Fig. 1: register map, names as in the netlist
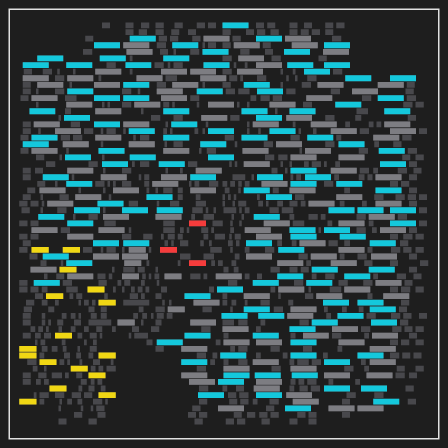
Fig. 2: metal 1
Supply wires on this layer in grey.
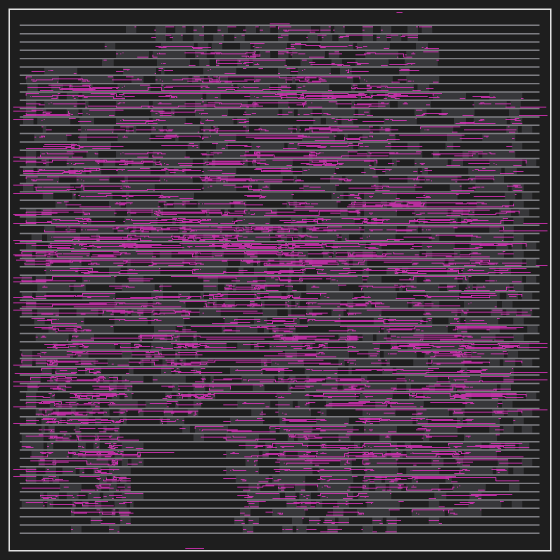
Fig. 3: met2 routing
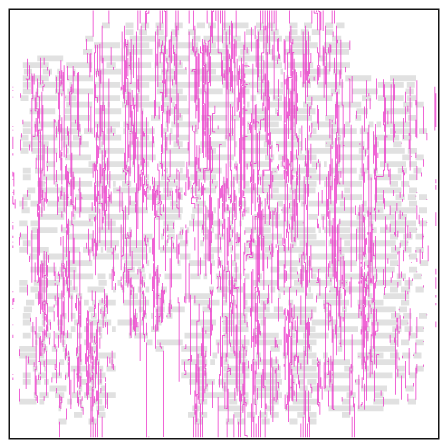
Design sample_frame_collector_flat, sky130hd; sources not shown.
==> flow_summary.json <==
{
  "status": "completed",
  "dieWidth_um": 176,
  "async_flop_share": 0,
  "gp_congestion": 0.758,
  "dieHeight_um": 176,
  "clock_latency_ps": 560,
  "rrSetupSlack_ps": 780,
  "arrival_ps": 3150,
  "fmax_ghz": 0.251,
  "ys_cells": 757,
  "cts_hold_buf": 0,
  "relSlewSlack": 0.434,
  "ioPinCount": 166,
  "cts_setup_buffers": 0,
  "top_area_frac": 0.662,
  "fp_nets": 786,
  "period_needed_ps": 3990,
  "finalClockPeriodUsage": 0.950,
  "maxCapViolCount": 0,
  "tightest_slew_ps": 849,
  "cellLeakagePower_nw": 4.41,
  "yosys-top-cells-area": "edfxtp_1 66%, mux2_2 13%, dfxtp_1 4.3%",
  "drt_iter0_drc": 478,
  "grt_overflow": 0,
  "nFillCells": 2808
}
## Picture notes: Fig. 1
name in the netlist	colour	sequential cells
`u_core.wr_idx`	red	3
`u_core.bus.overrun_count`	yellow	16
`u_core.u_bank0.data`	cyan	128
not coloured	134
Seq/total area: 0.582
Seq. pwr: 3.05 mW
Register Area: 0.00819 mm²
fin util: 0.499

## Picture notes: Fig. 2
main direction	horizontal
wire length on this layer	13100 µm
nets with wire on the layer	897
share of all routed wire	44%
longest straight run	63.9 µm
Total Routed Length: 29500 µm
met1 Track Usage GR: 0.259
Via Count: 6905

## Picture notes: Fig. 3
main direction	vertical
nets with wire on the layer	899
wire length on this layer	14600 µm
longest straight run	75.5 µm
GR Layer Usage met2: 0.314

[timing repair]
| action | in CTS | in global routing |
|---|---|---|
| endpoints found under the setup margin | 26 | 10 |
| resized | 1 | 2 |
| hold endpoints to repair | 0 | 0 |
[worst max-delay path: stages, from the launching register on]
cell	delay (ps)
dfxtp_1	340
clkbuf_1	470
clkbuf_2	420
clkbuf_1	490
mux2_2	440
clkdlybuf4s50_1	460
[area by class of cell]
class / instances / share of cell area
Inverter: 9 / 0.00240
Buffer: 36 / 0.0114
Sequential cell: 281 / 0.582
Clock buffer: 22 / 0.0184
Timing Repair Buffer: 168 / 0.119
Clock inverter: 2 / 0.00240
Multi-Input combinational cell: 431 / 0.231
Tap cell: 378 / 0.0336
[per-stage QoR]
step / cells / TNS [ps] / utilization
floorplan: 757 / 0 / -
global placement: 1299 / -29880 / 0.487
detailed placement: 1303 / 0 / 0.489
CTS: 1327 / 0 / 0.499
global route: 1327 / 0 / 0.499
finish: 1327 / 0 / 0.499
[power breakdown]
| group | internal [mW] | leakage, nW | switching [mW] |
|---|---|---|---|
| clock | 0.413 | 0.157 | 0.823 |
| combinational | 0.0896 | 1.87 | 0.143 |
| sequential | 3.04 | 2.38 | 0.00686 |
| total | 3.55 | 4.41 | 0.973 |
[cell usage after synthesis, types with 2 or more instances]
cell       instances
a211oi_1           6
a21oi_1           11
a311oi_1           4
and2_1            69
and3_1            17
buf_2              9
clkbuf_1          24
dfxtp_1           25
edfxtp_1         256
ha_1               9
inv_1              9
mux2_2           134
mux2i_1            4
nand2_1           27
nand2b_1           5
nand3_1            5
nand3b_1           2
nand4_1            4
nor2_1            83
nor2b_1            7
nor3_1             5
nor3b_1            2
nor4_1             2
nor4b_1            2
o2111ai_1          2
o211ai_1           2
o21ai_0            3
o31ai_1            5
or3_1              3
or4_1              5
[metal layers]
layer | part of all wire | track usage | up-vias
met5 | 0 | 0 | -
met4 | 0.015 | 0.0327 | 0
met3 | 0.048 | 0.0288 | 23
met2 | 0.49 | 0.314 | 184
met1 | 0.44 | 0.259 | 3534
li1 | - | - | 3164
[logic make-up after synthesis]
| logic type | synth area share |
|---|---|
| adder cells (fa/ha/maj) | 0.00970 |
| flip-flops | 0.705 |
| multiplexers | 0.133 |
| AND/OR/NAND/NOR | 0.111 |
| buffers and inverters | 0.0165 |
| AND-OR/OR-AND | 0.0246 |
Power figures rest on the tool's default switching activity, not on a simulated workload.
